## src/rtl/qr_pe_pkg.sv

```systemverilog
// qr_pe_pkg: shared mode encodings, FSM state type and iteration limit for the QR processing element
package qr_pe_pkg;
  localparam logic M_VECTORING = 1'b1;
  localparam logic M_ROTATION = 1'b0;
  localparam int NUM_ITER_MAX = 15;
  typedef enum logic [1:0] {S_IDLE = 2'd0, S_PH1 = 2'd1, S_PH2 = 2'd2, S_DONE = 2'd3} state_t;
endpackage

```

## src/rtl/qr_pe_param_cordic_iter.sv

```systemverilog
// cordic_iter: one registered saturating CORDIC micro-rotation (i_x/i_y by 2^-i_shift); o_dir=1 means d=-1, self-chosen when i_vec
module cordic_iter #(
  parameter int W = 14,
  parameter int SW = 3
) (
  input  logic                i_clk,
  input  logic                i_rst,
  input  logic                i_en,
  input  logic                i_vec,
  input  logic                i_dir,
  input  logic [SW-1:0]       i_shift,
  input  logic signed [W-1:0] i_x,
  input  logic signed [W-1:0] i_y,
  output logic signed [W-1:0] o_x,
  output logic signed [W-1:0] o_y,
  output logic                o_dir
);
  logic signed [W:0] xe, ye, xs, ys, x_n, y_n;
  logic signed [W-1:0] x_d, y_d, x_q, y_q;
  always_comb begin
    o_dir = i_vec ? ~i_y[W-1] : i_dir;
    xe = (W+1)'(i_x);
    ye = (W+1)'(i_y);
    xs = (W+1)'(i_x >>> i_shift);
    ys = (W+1)'(i_y >>> i_shift);
    x_n = o_dir ? xe + ys : xe - ys;
    y_n = o_dir ? ye - xs : ye + xs;
    x_d = (x_n[W] ^ x_n[W-1]) ? {x_n[W], {(W-1){~x_n[W]}}} : x_n[W-1:0];
    y_d = (y_n[W] ^ y_n[W-1]) ? {y_n[W], {(W-1){~y_n[W]}}} : y_n[W-1:0];
  end
  always_ff @(posedge i_clk) begin
    if (i_rst) begin
      x_q <= '0;
      y_q <= '0;
    end else if (i_en) begin
      x_q <= x_d;
      y_q <= y_d;
    end
  end
  assign o_x = x_q;
  assign o_y = y_q;
endmodule

```

## src/rtl/qr_pe_param.sv

```systemverilog
// qr_pe_param: two-phase complex CORDIC QR cell; i_* operands/handshake in, o_* results/handshake out, o_busy while working
module qr_pe_param
  import qr_pe_pkg::*;
#(
  parameter int DATA_W = 12,
  parameter int GUARD_W = 2,
  parameter int NUM_ITER = 6
) (
  input  logic                     i_clk,
  input  logic                     i_rst,
  input  logic                     i_valid,
  output logic                     o_ready,
  input  logic                     i_mode,
  input  logic signed [DATA_W-1:0] i_real_x,
  input  logic signed [DATA_W-1:0] i_imag_x,
  input  logic signed [DATA_W-1:0] i_real_y,
  input  logic signed [DATA_W-1:0] i_imag_y,
  output logic                     o_valid,
  input  logic                     i_ready,
  output logic                     o_mode,
  output logic signed [DATA_W-1:0] o_real_x,
  output logic signed [DATA_W-1:0] o_imag_x,
  output logic signed [DATA_W-1:0] o_real_y,
  output logic signed [DATA_W-1:0] o_imag_y,
  output logic                     o_busy
);
  localparam int W = DATA_W + GUARD_W;
  localparam int NI = NUM_ITER > NUM_ITER_MAX ? NUM_ITER_MAX : (NUM_ITER < 2 ? 2 : NUM_ITER);
  localparam int CW = $clog2(NI);
  typedef logic signed [W-1:0] wd_t;
  typedef logic signed [DATA_W-1:0] dw_t;
  state_t state_q, state_d;
  logic [CW-1:0] cnt_q, cnt_d;
  logic mode_q, mode_d, fa_q, fa_d, fb_q, fb_d, valid_q, valid_d, omode_q, omode_d;
  logic [NI-1:0] dir_a_q, dir_a_d, dir_b_q, dir_b_d, dir_c_q, dir_c_d;
  wd_t xr_q, xr_d, xi_q, xi_d, yr_q, yr_d, yi_q, yi_d;
  dw_t rx_q, rx_d, ix_q, ix_d, ry_q, ry_d, iy_q, iy_d;
  wd_t a_xi, a_yi, b_xi, b_yi, a_xo, a_yo, b_xo, b_yo;
  logic a_di, b_di, a_do, b_do, ph1, ph2, first, last, acc, neg_a, neg_b, vec, done_ld;
  function automatic wd_t ext(dw_t v);
    return {{GUARD_W{v[DATA_W-1]}}, v};
  endfunction
  function automatic dw_t sat(wd_t v);
    return (v[W-1:DATA_W-1] == {(GUARD_W+1){v[W-1]}}) ? v[DATA_W-1:0] : {v[W-1], {(DATA_W-1){~v[W-1]}}};
  endfunction
  always_comb begin
    ph1 = state_q == S_PH1;
    ph2 = state_q == S_PH2;
    first = cnt_q == '0;
    last = cnt_q == CW'(NI-1);
    vec = mode_q == M_VECTORING;
    acc = state_q == S_IDLE && i_valid;
    done_ld = state_q == S_DONE && !valid_q;
    // vectoring derives the quadrant flag from the operand; rotation replays the stored one
    neg_a = i_mode == M_VECTORING ? i_real_x[DATA_W-1] : fa_q;
    neg_b = i_mode == M_VECTORING ? i_real_y[DATA_W-1] : fb_q;
    // PH2 first step reloads A with (A.x, B.x) and B with (A.y, B.y)
    a_xi = ph1 && first ? xr_q : a_xo;
    a_yi = first ? (ph1 ? xi_q : b_xo) : a_yo;
    b_xi = first ? (ph1 ? yr_q : a_yo) : b_xo;
    b_yi = ph1 && first ? yi_q : b_yo;
    a_di = ph1 ? dir_a_q[cnt_q] : dir_c_q[cnt_q];
    b_di = ph1 ? dir_b_q[cnt_q] : dir_c_q[cnt_q];
    xr_d = acc ? (neg_a ? -ext(i_real_x) : ext(i_real_x)) : xr_q;
    xi_d = acc ? (neg_a ? -ext(i_imag_x) : ext(i_imag_x)) : xi_q;
    yr_d = acc ? (neg_b ? -ext(i_real_y) : ext(i_real_y)) : yr_q;
    yi_d = acc ? (neg_b ? -ext(i_imag_y) : ext(i_imag_y)) : yi_q;
    fa_d = acc && i_mode == M_VECTORING ? i_real_x[DATA_W-1] : fa_q;
    fb_d = acc && i_mode == M_VECTORING ? i_real_y[DATA_W-1] : fb_q;
    mode_d = acc ? i_mode : mode_q;
    cnt_d = (ph1 || ph2) && !last ? cnt_q + 1'b1 : '0;
    state_d = acc ? S_PH1 : ph1 && last ? S_PH2 : ph2 && last ? S_DONE :
              state_q == S_DONE && valid_q && i_ready ? S_IDLE : state_q;
    dir_a_d = dir_a_q;
    dir_b_d = dir_b_q;
    dir_c_d = dir_c_q;
    if (vec && ph1) dir_a_d[cnt_q] = a_do;
    if (vec && ph1) dir_b_d[cnt_q] = b_do;
    if (vec && ph2) dir_c_d[cnt_q] = a_do;
    valid_d = done_ld ? 1'b1 : valid_q && i_ready ? 1'b0 : valid_q;
    omode_d = done_ld ? mode_q : omode_q;
    rx_d = done_ld ? sat(a_xo) : rx_q;
    ry_d = done_ld ? sat(a_yo) : ry_q;
    ix_d = done_ld ? (mode_q == M_ROTATION ? sat(b_xo) : '0) : ix_q;
    iy_d = done_ld ? (mode_q == M_ROTATION ? sat(b_yo) : '0) : iy_q;
  end
  always_ff @(posedge i_clk) begin
    if (i_rst) begin
      state_q <= S_IDLE;
      cnt_q <= '0;
      mode_q <= 1'b0;
      fa_q <= 1'b0;
      fb_q <= 1'b0;
      valid_q <= 1'b0;
      omode_q <= 1'b0;
      dir_a_q <= '0;
      dir_b_q <= '0;
      dir_c_q <= '0;
      xr_q <= '0;
      xi_q <= '0;
      yr_q <= '0;
      yi_q <= '0;
      rx_q <= '0;
      ix_q <= '0;
      ry_q <= '0;
      iy_q <= '0;
    end else begin
      state_q <= state_d;
      cnt_q <= cnt_d;
      mode_q <= mode_d;
      fa_q <= fa_d;
      fb_q <= fb_d;
      valid_q <= valid_d;
      omode_q <= omode_d;
      dir_a_q <= dir_a_d;
      dir_b_q <= dir_b_d;
      dir_c_q <= dir_c_d;
      xr_q <= xr_d;
      xi_q <= xi_d;
      yr_q <= yr_d;
      yi_q <= yi_d;
      rx_q <= rx_d;
      ix_q <= ix_d;
      ry_q <= ry_d;
      iy_q <= iy_d;
    end
  end
  cordic_iter #(.W(W), .SW(CW)) u_a (
    .i_clk(i_clk), .i_rst(i_rst), .i_en(ph1 || ph2), .i_vec(vec), .i_dir(a_di),
    .i_shift(cnt_q), .i_x(a_xi), .i_y(a_yi), .o_x(a_xo), .o_y(a_yo), .o_dir(a_do)
  );
  cordic_iter #(.W(W), .SW(CW)) u_b (
    .i_clk(i_clk), .i_rst(i_rst), .i_en(ph1 || (ph2 && mode_q == M_ROTATION)), .i_vec(vec), .i_dir(b_di),
    .i_shift(cnt_q), .i_x(b_xi), .i_y(b_yi), .o_x(b_xo), .o_y(b_yo), .o_dir(b_do)
  );
  assign o_ready = state_q == S_IDLE;
  assign o_busy = state_q != S_IDLE;
  assign o_valid = valid_q;
  assign o_mode = omode_q;
  assign o_real_x = rx_q;
  assign o_imag_x = ix_q;
  assign o_real_y = ry_q;
  assign o_imag_y = iy_q;
endmodule

```

## config.mk

```make
export PLATFORM = sky130hd
export DESIGN_NAME = qr_pe_param
export DESIGN_NICKNAME = d
export VERILOG_FILES = /design/src/rtl/qr_pe_pkg.sv /design/src/rtl/qr_pe_param_cordic_iter.sv /design/src/rtl/qr_pe_param.sv
export SDC_FILE = /design/constraint.sdc
export NUM_CORES = 1
export LEC_CHECK = 0
export CAP_MARGIN = 5
export CORE_AREA = 2 2 241 243
export CTS_CLUSTER_DIAMETER = 120
export CTS_CLUSTER_SIZE = 14
export DETAILED_ROUTE_END_ITERATION = 16
export DIE_AREA = 0 0 243 245
export GPL_ROUTABILITY_DRIVEN = 0
export HOLD_SLACK_MARGIN = 0.05
export PLACE_DENSITY = 0.57
export SLEW_MARGIN = 5
export SYNTH_ARGS = -nofsm -noshare
export SYNTH_HDL_FRONTEND = slang
export SYNTH_SLANG_ARGS = --single-unit
```

## constraint.sdc

```tcl
create_clock -name i_clk -period 10.3 [get_ports i_clk]
set_clock_uncertainty 0.05 [all_clocks]
set_input_delay 1.545 -clock i_clk [delete_from_list [all_inputs] [get_ports i_clk]]
set_output_delay 1.545 -clock i_clk [all_outputs]
set_load 0.02 [all_outputs]
```

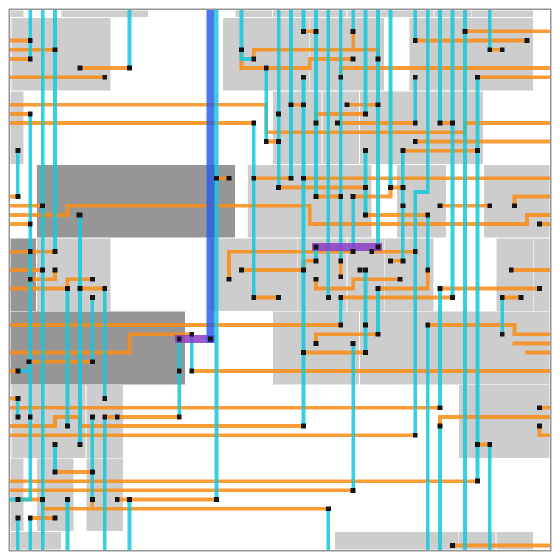
run_1/detail.png
Region (51, 51) to (71, 71) microns. Cells in grey, sequential cells in the stronger grey; small squares are vias.
colour	layer
purple	metal 3
orange	metal 1
cyan	metal 2
blue	metal 4
sequential cells in the window	2
cells with their middle in the window	25
netlist names of flops here include	u_b.o_x (2)

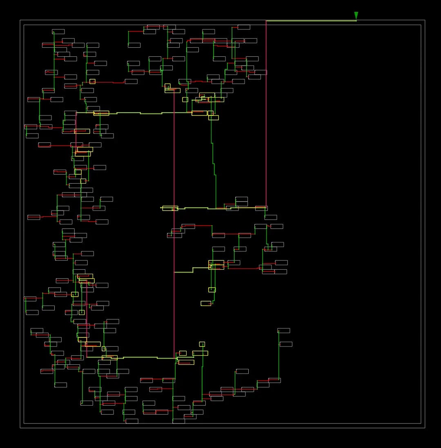
run_1/clocks.png
TritonCTS Buffers: 17
clkbuf count: 18
sequential cells: 188
CTS sink cnt: 188
clk pwr: 671 uW

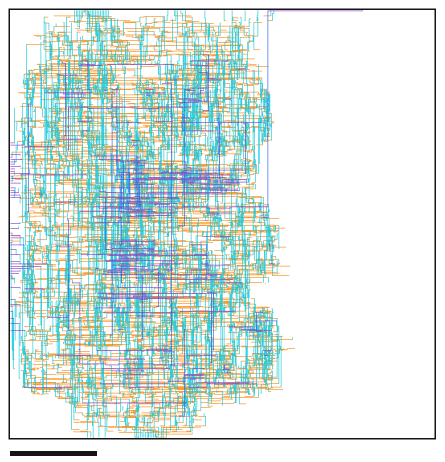
run_1/wires.png
Scale bar: 50 microns.
colour	layer	wire length
orange	metal 1	25.4 mm
cyan	metal 2	25.4 mm
blue	metal 4	1,440 microns
purple	metal 3	3,680 microns
GRT Util Overall: 0.184
final wirelength: 55,900 microns
Routed wire per std cell: 19.2 microns
DR vias: 16,197

==> flow_summary.toml, run 1 <==
# flow metrics
[outcome]
status = "finished clean"

[cts]
clkTransAtPathRegs_ns = 0.08
cts_tree = "done"
cts_hold_buffers = 0
cts_resized = 0
clk_latency_ns = 0.46
post_cts_buffers = 0
cts-root-buf = "clkbuf_16"
cts_max_path_buffers = 2
htreeDepth = 4

[global_route]
grt_pass1_vias = 15253
antenna_found_initial = 0
grt_overflow = 0
grt_pass1_wl_microns = 87400
grt_max_degree = 105

[finish]
n_fill_cell = 6114
syn2layout_area_growth_pct = 12.0
drive_above_1_share = 0.0993
diodes = 0
post-route-util = 0.331
fin_nets = 2251

[worst_hold_path]
hold_end = "o_imag_x[11]"
hold_class = "flip-flop to flip-flop"
min_path_cells = 2
hold_start = "o_imag_x[11]"

[logic_synthesis]
yosysWarnings = 0
ys_cells = 2136
netlist_area_sq_um = 16900
synth-seq-cells = 188
ys_seq_frac = 0.223
async_flop_share = 0
top_cells_by_count = "nor2_1 (276), dfxtp_1 (188), nand2_1 (182), a21oi_1 (157), o21ai_0 (95)"
synth_nets = 2254
synth_cell_types = 115
synth.most_common_cell = "nor2_1"
avgSynthCellArea_sq_um = 7.90
synthFlopType = "dfxtp_1"
syn_inst = 2136
synthTopCellsByArea = "dfxtp_1 (22%), nor2_1 (6.1%), mux2i_1 (5.0%), ha_1 (4.7%), a21oi_1 (4.7%)"
synthDominantCellAreaShare = 0.223
ys_chip_area_sq_um = 16900
synth_area_leader_cell = "dfxtp_1"
edf_count = 0

[routing]
firstDrtPassIters = 5
postRouteAntennaNets = 0
via_per_inst = 5.56
drt_iter0_drc = 1424
drc_errors = 0

[pwr]
pwr-share-seq = 0.220
ir_drop_uv = 120
p_leak_nw = 7.09
p_comb_frac = 0.625
combinationalPower_mw = 2.70
p_switching_mw = 2.08
p_clk_frac = 0.155
p_sw_frac = 0.482
intPower_mw = 2.24
powerDensity_nw_per_um2 = 229
maxPowerGroup = "combinational cells"
seq-power_uw = 951

[timing]
max_freq_mhz = 120
hold_viol = 0
fin_setup_tns_ns = 0
drv_slew = 0
setup_violations = 0
maxSlewHeadroom = 0.178
rsz0062_at_grt = "false"
fin_crit_sh = 0.812
finalCriticalPeriod_ns = 8.36
holdWs_ns = 0.407
tightest_slew_ns = 1.22

[run]
max_cap_viol_count = 0
openroad.warnings = 36

[floorplanning]
die_height_microns = 245
io_pins = 105
core_area_sq_um = 57000
dieArea_sq_um = 59500
fp.dieW_microns = 243
fp_util = 0.296
core.rowCount = 88

[worst_setup_path]
end_kind = "flip-flop"
cp_num_cells = 26
r2r_setup_slack_ns = 1.94
crit-reg2reg-capture = "u_a.o_y[7]"
crit_family = "AND-OR/OR-AND gates"
endpoint = "u_a.o_y[7]"
reg2reg_depth = 26
cp.required_ns = 10.61
critPathKind = "flip-flop to flip-flop"
slowest_delay_ns = 0.95
cp_slowest_cell = "o21ai_0"
cp_common_cell = "o21ai_0"
crit-reg2reg-launch = "cnt_q[0]"
crit_buf_inv = 2
worstPathArrival_ns = 8.66
critPathLaunch = "cnt_q[0]"
crit_fanout = 37
cp-start-kind = "flip-flop"

[place]
dpl.hpwl_microns = 42100
portBuffers = 104
-- run 1: cell usage in the layout (no fill, tap or decap), types with 62 or more instances in the layout --
cell type	instances
a21oi_1	157
dfxtp_1	185
nor3_1	69
clkdlybuf4s50_1	103
ha_1	62
nor2_1	276
nand2_1	182
inv_1	71
mux2i_1	85
a211oi_1	80
xnor2_1	75
o21ai_0	95
-- run 1: area by class of cell --
cell class / instances / area [sq um] / area share
multi-input combinational: 1723 / 12100 / 0.640
sequential: 188 / 3770 / 0.199
timing repair buffer: 126 / 1210 / 0.0639
tap: 765 / 957 / 0.0506
clock buffer: 18 / 439 / 0.0232
inverter: 77 / 289 / 0.0153
clock inverter: 14 / 144 / 0.00761
-- run 1: registers in the layout, summed over array words and instances, names as in the netlist, 2 cells and up --
register and cells:
u_a.o_x 14, u_a.o_y 14, u_b.o_x 14, u_b.o_y 14, xi_q 14, xr_q 14, yi_q 14, yr_q 14
o_imag_x 12, o_imag_y 12, o_real_x 12, o_real_y 12, dir_a_q 6, dir_b_q 6, dir_c_q 6, cnt_q 3
state_q 2
-- run 1: routing by layer --
layer,global-route usage,wire length (microns),vias to the layer above
li1,-,-,7799
met1,0.250,25400,7731
met2,0.297,25400,573
met3,0.0292,3680,94
met4,0.0588,1440,0
met5,0,0,-
-- run 1: through the flow --
step	cells	total power [mW]	area, sq um	worst slack (ns)
floorplan	2136	2.97	16900	2.36
global placement	2879	3.55	18300	2.38
detailed placement	2879	3.59	18300	2.09
CTS	2911	4.29	18900	2.04
global route	2911	4.63	18900	1.07
finish	2911	4.32	18900	1.94
-- run 1: cell families after synthesis --
logic type | share of synthesized area
buffers and inverters | 0.0607
DFF | 0.223
xor gates and xnor gates | 0.0667
muxes | 0.143
and+or+nand+nor | 0.197
AOI/OAI and AO/OA | 0.241
adders and majority gates | 0.0684
run_1/clk_routes.png
Scale bar: 50 microns.
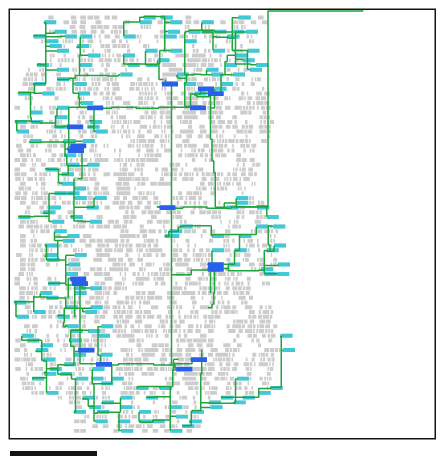

==> run 1 -> run 2 <==
- PLACE_DENSITY: 0.57 -> 0.58
- clock period: 10.3 -> 7.4 ns (I/O delays scaled with it)
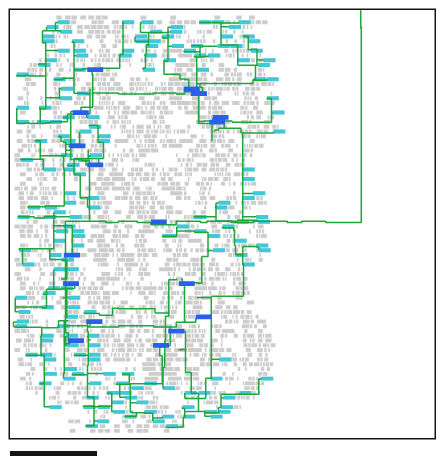
run_2/clk_routes.png
Scale bar: 50 microns.
[green] clock wires | length: 3,060 microns
[cyan] flip-flops | count: 188
[blue] clock drivers | count: 17
routed clock nets	18
Clock Latency Late Sink: 0.47 ns
Clock power frac: 0.160
clk pwr: 967 uW

==> flow_summary.toml, run 2 <==
# flow metrics
[routing]
detail_route.wirelength_microns = 56200
wire_per_inst_microns = 19.2
drt_iter0_drc = 1364
postRouteAntennaNets = 0
vias = 16296
drc_errors = 0
firstDrtPassIters = 6
via_per_inst = 5.58

[place]
portBuffers = 104
postPlaceCellArea_sq_um = 18400
place_ws_ns = 0.357
dp_cells = 2888
dpl.hpwl_microns = 42200

[pwr]
ir_drop_uv = 186
p_switching_mw = 2.88
pwr-share-seq = 0.220
finalPower_mw = 6.06
intPower_mw = 3.17
p_leak_nw = 7.15
p_sw_frac = 0.476
p_comb_frac = 0.620
powerDensity_nw_per_um2 = 318

[timing]
holdWs_ns = 0.409
timing.final.ws_setup_ns = 0.543
hold_viol = 0
maxSlewHeadroom = 0.308
setup_violations = 0
tightest_slew_ns = 1.03
max_freq_mhz = 146
rsz0062_at_grt = "false"
drv_slew = 0
fin_setup_tns_ns = 0
fin_crit_sh = 0.927
finalCriticalPeriod_ns = 6.86

[logic_synthesis]
ys_chip_area_sq_um = 16900
synthFlopType = "dfxtp_1"
synth_nets = 2254
syn_inst = 2136
edf_count = 0
async_flop_share = 0
synth_area_leader_cell = "dfxtp_1"
yosysWarnings = 0
ys_cells = 2136
synth-seq-cells = 188
avgSynthCellArea_sq_um = 7.90
ys_seq_frac = 0.223
top_cells_by_count = "nor2_1 (276), dfxtp_1 (188), nand2_1 (182), a21oi_1 (157), o21ai_0 (95)"
synth_cell_types = 115
synthTopCellsByArea = "dfxtp_1 (22%), nor2_1 (6.1%), mux2i_1 (5.0%), ha_1 (4.7%), a21oi_1 (4.7%)"
synthDominantCellAreaShare = 0.223
synth.most_common_cell = "nor2_1"
netlist_area_sq_um = 16900

[cts]
clock_sinks = 188
cts_resized = 0
cts_max_path_buffers = 2
cts_tree = "done"
post_cts_buffers = 0
cts_hold_buffers = 0
cts_inserted_buffers = 17
clkTransAtPathRegs_ns = 0.08
cts-root-buf = "clkbuf_16"
htreeDepth = 4

[run]
openroad.warnings = 36
max_cap_viol_count = 0

[global_route]
grt_use_met3 = 0.0294
grt_overflow = 0
globalRouteMet2Util = 0.301
grt_max_degree = 105
antenna_found_initial = 0
grt_pass1_wl_microns = 87900
use_met1 = 0.246
grt-busiest-layer = "met2"
grt_pass1_vias = 15273
grt_usage = 0.184

[finish]
drive_above_1_share = 0.105
design_area_sq_um = 19000
finalNonFillerCells = 2921
diodes = 0
fin_nets = 2261
post-route-util = 0.333
syn2layout_area_growth_pct = 12.7
final_common_cell = "nor2_1"
lay_top_cells = "nor2_1 (276), dfxtp_1 (185), nand2_1 (182)"

[worst_setup_path]
r2r_setup_slack_ns = 0.54
cp.required_ns = 7.66
crit-reg2reg-capture = "u_a.o_x[8]"
endpoint = "u_a.o_x[8]"
reg2reg_depth = 22
critPathKind = "flip-flop to flip-flop"
crit-reg2reg-launch = "cnt_q[2]"
end_kind = "flip-flop"
crit_fanout = 37
cp-start-kind = "flip-flop"
critPathLaunch = "cnt_q[2]"
worstPathArrival_ns = 7.12

[floorplanning]
die_height_microns = 245
fp.dieW_microns = 243
fp_util = 0.296
dieArea_sq_um = 59500
io_pins = 105
core_area_sq_um = 57000
core.rowCount = 88

[outcome]
status = "finished clean"

[worst_hold_path]
hold_end = "xi_q[11]"
hold_class = "flip-flop to flip-flop"
min_path_cells = 2
hold_start = "xi_q[11]"
[run 2: cell types whose count changed in the layout (fill, tap and decap cells not counted), sizes merged]
cell      delta
inv          -2
bufinv       +1
clkinvlp     +1
clkbuf       +2
clkinv       -2
buf         +10
[run 2: power by group through the flow]
stage | Clock, mW | Sequential [mW] | Combinational [mW]
after floorplan | 0 | 1.21 | 2.93
after global placement | 0 | 1.35 | 3.59
after detailed placement | 0 | 1.35 | 3.65
after CTS | 0.980 | 1.33 | 3.69
after global routing | 1.01 | 1.34 | 4.11
final | 0.967 | 1.33 | 3.75
[run 2: routing by layer]
metal	up-vias	wire (microns)
met5	-	0
met4	0	1560
met3	99	3370
met2	572	25800
met1	7781	25400
li1	7844	-
[run 2: worst max-delay path, stage by stage, from the launching register on]
cell       delay, ns
dfxtp_2         0.68
buf_4           0.43
buf_4           0.42
and3b_1         0.29
a221o_1         0.39
nor3_1          0.44
nor2_1          0.12
ha_1            0.32
o21ai_0         0.16
a21oi_1         0.31
nor2b_1         0.09
ha_1            0.21
inv_1           0.07
o221ai_2        0.10
maj3_1          0.39
maj3_2          0.35
o2111ai_1       0.11
o311a_1         0.26
a211oi_1        0.13
or4b_1          0.56
and3_1          0.26
a21oi_1         0.40
a211oi_1        0.14
[run 2: area by class of cell]
cell class / count / area (sq um)
clock inverter: 12 / 126
inverter: 77 / 289
clock buffer: 20 / 457
tap: 765 / 957
multi-input combinational: 1723 / 12100
fill: 6112 / 38000
timing repair buffer: 136 / 1290
sequential: 188 / 3770
[run 2: logic make-up (layout without fill, tap and decap cells)]
logic type,after synthesis,after routing,synth area share
fa+ha+maj,97,97,0.0684
mux,185,185,0.143
xor+xnor,126,126,0.0667
simple gates,721,721,0.197
flops,188,188,0.223
buf+inv,225,245,0.0607
compound gates,594,594,0.241
Power figures rest on the tool's default switching activity, not on a simulated workload.
